File: config.mk
export PLATFORM = sky130hd
export DESIGN_NAME = shift_sequencer
export DESIGN_NICKNAME = d
export VERILOG_FILES = /design/src/rtl/shift_pkg.sv /design/src/rtl/shift_step.sv /design/src/rtl/shift_sequencer.sv
export SDC_FILE = /design/constraint.sdc
export NUM_CORES = 1
export LEC_CHECK = 0
export ABC_AREA = 1
export CORE_UTILIZATION = 53
export CTS_BUF_LIST = sky130_fd_sc_hd__clkbuf_4 sky130_fd_sc_hd__clkbuf_8
export CTS_CLUSTER_DIAMETER = 50
export DETAILED_ROUTE_END_ITERATION = 7
export GPL_TIMING_DRIVEN = 0
export PLACE_DENSITY = 0.77
export SLEW_MARGIN = 20
export SYNTH_ARGS = -nofsm -noshare
export SYNTH_HDL_FRONTEND = slang
export SYNTH_SLANG_ARGS = --single-unit
export TNS_END_PERCENT = 5
File: constraint.sdc
create_clock -name clk -period 2.3 [get_ports clk]
set_clock_uncertainty 0.15 [all_clocks]
set_input_delay 0.345 -clock clk [delete_from_list [all_inputs] [get_ports clk]]
set_output_delay 0.345 -clock clk [all_outputs]
set_load 0.02 [all_outputs]
File: src/rtl/shift_pkg.sv
// ============================================================================
// shift_pkg : op and FSM state encodings shared by the shift sequencer files.
// Revision  : 1.0
// ============================================================================
`default_nettype none

package shift_pkg;

  typedef enum logic [1:0] {
    SHIFT_OP_SLL = 2'b00,
    SHIFT_OP_SRL = 2'b01,
    SHIFT_OP_SRA = 2'b10,
    SHIFT_OP_RSV = 2'b11
  } shift_op_e;

  typedef enum logic [1:0] {
    S_IDLE  = 2'b00,
    S_SHIFT = 2'b01,
    S_DONE  = 2'b10
  } state_e;

endpackage

`default_nettype wire

File: src/rtl/shift_step.sv
// ============================================================================
// shift_step : one narrow shift step (0..2**STEP_BITS-1 bits).
//              Sign fill exists only when SHIFT_SEQ_SRA_EN is defined.
// Revision   : 1.0
// ============================================================================
`default_nettype none

module shift_step
  import shift_pkg::*;
#(
  parameter int NUM_SIZE  = 32,
  parameter int STEP_BITS = 3
) (
  input  logic [NUM_SIZE-1:0]  dIn,
  input  logic [1:0]           op,
  input  logic [STEP_BITS-1:0] step,
  input  logic                 signBit,
  output logic [NUM_SIZE-1:0]  dOut
);

`ifndef SHIFT_SEQ_SRA_EN
  logic unused_sign;
  assign unused_sign = signBit;
`endif

  always_comb begin
    dOut = '0;
    case (op)
      SHIFT_OP_SLL: dOut = dIn << step;
`ifdef SHIFT_SEQ_SRA_EN
      // Extend by the held sign bit so the fill is independent of dIn's MSB.
      SHIFT_OP_SRA: dOut = NUM_SIZE'($signed({signBit, dIn}) >>> step);
`endif
      default:      dOut = dIn >> step;
    endcase
  end

endmodule

`default_nettype wire

File: src/rtl/shift_sequencer.sv
// ============================================================================
// shift_sequencer : multi-cycle SLL/SRL/SRA using a narrow per-cycle shifter.
//                   Optional arithmetic shift via SHIFT_SEQ_SRA_EN.
// Revision        : 1.0
// ============================================================================
`default_nettype none

module shift_sequencer
  import shift_pkg::*;
#(
  parameter int NUM_SIZE  = 32,
  parameter int STEP_BITS = 3
) (
  input  logic                        clk,
  input  logic                        rstN,
  input  logic                        reqValid,
  output logic                        reqReady,
  input  logic [1:0]                  reqOp,
  input  logic [NUM_SIZE-1:0]         reqData,
  input  logic [$clog2(NUM_SIZE)-1:0] reqShamt,
  output logic                        rspValid,
  input  logic                        rspReady,
  output logic [NUM_SIZE-1:0]         rspData,
  output logic                        busy
);

  localparam int SW       = $clog2(NUM_SIZE);
  localparam int STEP_MAX = 2**STEP_BITS - 1;

  state_e                state, state_nxt;
  logic [NUM_SIZE-1:0]   data_q;
  logic [NUM_SIZE-1:0]   step_out;
  logic [SW-1:0]         remaining_q;
  logic [1:0]            op_q;
  logic [STEP_BITS-1:0]  step;
  logic                  accept;
  logic                  last_step;
  logic                  sign_bit;

  assign accept    = reqValid & reqReady;
  assign last_step = (remaining_q <= SW'(STEP_MAX));
  assign step      = last_step ? remaining_q[STEP_BITS-1:0] : STEP_BITS'(STEP_MAX);

  always_ff @(posedge clk or negedge rstN) begin
    if (!rstN) state <= S_IDLE;
    else       state <= state_nxt;
  end

  always_comb begin
    state_nxt = state;
    reqReady  = 1'b0;
    rspValid  = 1'b0;
    busy      = 1'b1;
    case (state)
      S_IDLE: begin
        reqReady = 1'b1;
        busy     = 1'b0;
        if (reqValid) state_nxt = (reqShamt == '0) ? S_DONE : S_SHIFT;
      end
      S_SHIFT: begin
        if (last_step) state_nxt = S_DONE;
      end
      S_DONE: begin
        rspValid = 1'b1;
        if (rspReady) state_nxt = S_IDLE;
      end
      default: state_nxt = S_IDLE;
    endcase
  end

  assign rspData = rspValid ? data_q : '0;

  always_ff @(posedge clk or negedge rstN) begin
    if (!rstN) begin
      data_q      <= '0;
      remaining_q <= '0;
      op_q        <= '0;
    end else if (accept) begin
      data_q      <= reqData;
      remaining_q <= reqShamt;
      op_q        <= reqOp;
    end else if (state == S_SHIFT) begin
      data_q      <= step_out;
      remaining_q <= remaining_q - SW'(step);
    end
  end

`ifdef SHIFT_SEQ_SRA_EN
  logic sign_q;
  always_ff @(posedge clk or negedge rstN) begin
    if (!rstN)       sign_q <= 1'b0;
    else if (accept) sign_q <= reqData[NUM_SIZE-1];
  end
  assign sign_bit = sign_q;
`else
  assign sign_bit = 1'b0;
`endif

  shift_step #(
    .NUM_SIZE  (NUM_SIZE),
    .STEP_BITS (STEP_BITS)
  ) u_step (
    .dIn     (data_q),
    .op      (op_q),
    .step    (step),
    .signBit (sign_bit),
    .dOut    (step_out)
  );

endmodule

`default_nettype wire

==> summary.txt <==
The following summarizes the physical implementation.

Floorplanning
Tap insertion was completed with 102 tapcells. In this run the horizontal extent of the chip is 91.5 um.

Pwr
The power density of the placed cells is ~1800 nW/um^2. The clock network power reported by the tool is 0.607 mW. The clock network accounts for ~6.3% of the total power.

Job
The max capacitance violation total is 0. The total number of warnings across the stage logs is 28.

Detailed routing
The detailed router's first-iteration violation count is between 900 and 1000. The remaining antenna violation count after routing is 0. The number of optimization iterations in the first detailed-route pass is 6.

Synth
After Yosys synthesis, full adders, half adders and majority gates account for 0.295% of the synthesized area. The fraction of synthesis flops using an asynchronous set or reset pin is 100%. The synthesis report names the predominant flop master as dfrtp_1. Counting the warning lines in the Yosys log gives 0. Yosys stat counts ~730 cells in the synthesized netlist. The portion of netlist area occupied by mux cells is 0%.

Layout
The area of the multi-input gates is around 2800 um^2. The top cell types in the final layout, fill and taps aside, are nand3_1, nand2_1, nor2_1.

Status
The flow ran to the end, and the final reports show no timing, DRC or antenna violations.

Worst hold path
The beginning of the worst hold path is op_q[0]. Checking hold timing, the worst path is listed with class flop to flop. The worst hold endpoint is op_q[0].

Global route
The first global-routing pass estimated 27.6 mm of wire. Per the GRT congestion report, total overflow comes to 0.

Worst setup path
The nature of the critical path endpoint is a primary output.

Timing
In the final timing run, aggregate negative setup slack is 0 ps.

Clock tree
The number of hold-repair buffers added at the cts stage is 1. The clock latency on the worst-skew pair is approximately 310 ps.
-- critical path: stages, from the launching register on --
cell	delay (ps)
dfrtp_1	410
inv_1	170
nor2_1	90
inv_2	180
clkbuf_4	260
nor2_1	50
dlygate4sd2_1	310
-- layer usage --
metal / vias up / global-route usage [%] / wire length (um)
met5: - / 0 / 0
met3: 90 / 9.97 / 2510
met2: 493 / 63.5 / 7360
met4: 0 / 20.1 / 821
met1: 2647 / 57.2 / 6740
li1: 2666 / - / -
-- stage by stage --
stage / instance area [um^2] / total power [mW] / setup slack [ps] / cells
after floorplan: 4250 / 6.39 / 350 / 728
after global placement: 5140 / 8.49 / -307 / 907
after detailed placement: 5170 / 8.61 / -186 / 908
after CTS: 5240 / 9.16 / 3.82 / 916
after global routing: 5190 / 10.2 / -83.9 / 918
final: 5190 / 9.58 / 26.5 / 918
Gate families picked out:
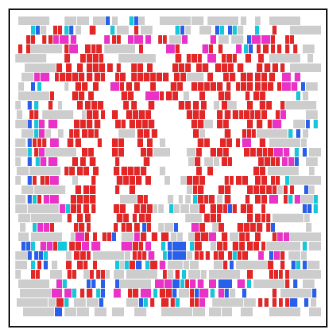
legend:
  cyan:
    family: inverters
    cells: 52
    most_used: inv_1
    where: all over the die
  magenta:
    family: inverting AOI/OAI gates
    cells: 76
    most_used: o21ai_0
    where: all over the die
  blue:
    family: NOR gates
    cells: 62
    most_used: nor2_1
    where: all over the die
  red:
    family: NAND gates
    cells: 446
    most_used: nand3_1
    where: all over the die
top logic cell by instance count in the layout: nand3_1
multi-input logic portion of the cell area: 53.9%
final cell count without fillers: 918

Signal wires on met2:
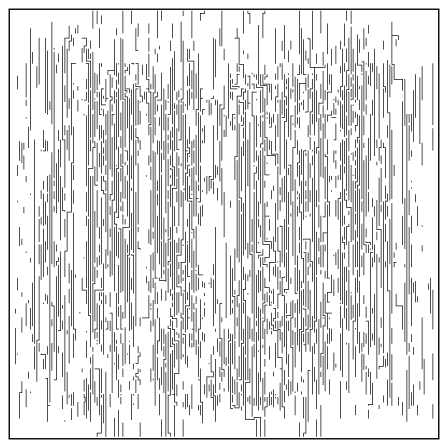
share of all routed wire: 42%
wire length on this layer: 7360 um
nets with wire on the layer: 702
detailed-route via count: 5896
aggregate routed wire length: 17.4 mm
met2 GRT Util: 63.5%

Cell sizes after repair:
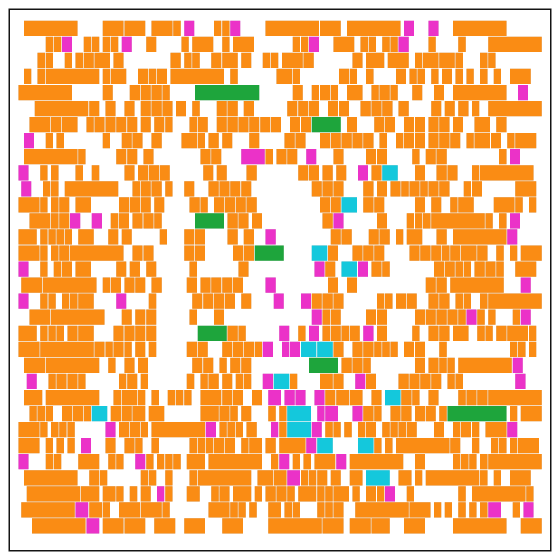
legend:
  orange:
    size: _0 and _1 cells
    cells: 725
    share: 89%
    most_used: nand3_1
  cyan:
    size: _3 and _4 cells
    cells: 14
    share: 1.7%
    most_used: buf_4
  magenta:
    size: _2 cells
    cells: 70
    share: 8.6%
    most_used: clkbuf_2
  green:
    size: _6 and larger
    cells: 7
    share: 0.86%
    most_used: clkbuf_8
signed area change from the synthesized netlist to the final layout: 22.3%
summed area of non-filler cells in the final layout: 5190 um^2

Cell classes on the final placement:
Bar = 20 um. Fill, decap, tap and diode cells in grey.
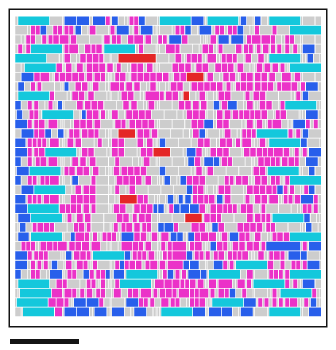
legend:
  magenta:
    class: combinational and other logic
    cells: 639
    share_of_their_area: 59%
  blue:
    class: other buffers and delay cells
    cells: 129
    share_of_their_area: 18%
  cyan:
    class: flops
    cells: 41
    share_of_their_area: 20%
  red:
    class: clock drivers and dummy loads
    cells: 7
    share_of_their_area: 2.1%
utilization after layout: 67.2%
standard-cell row count: 32
Core Region: 7730 um^2

Power and IR drop assume default switching activity.
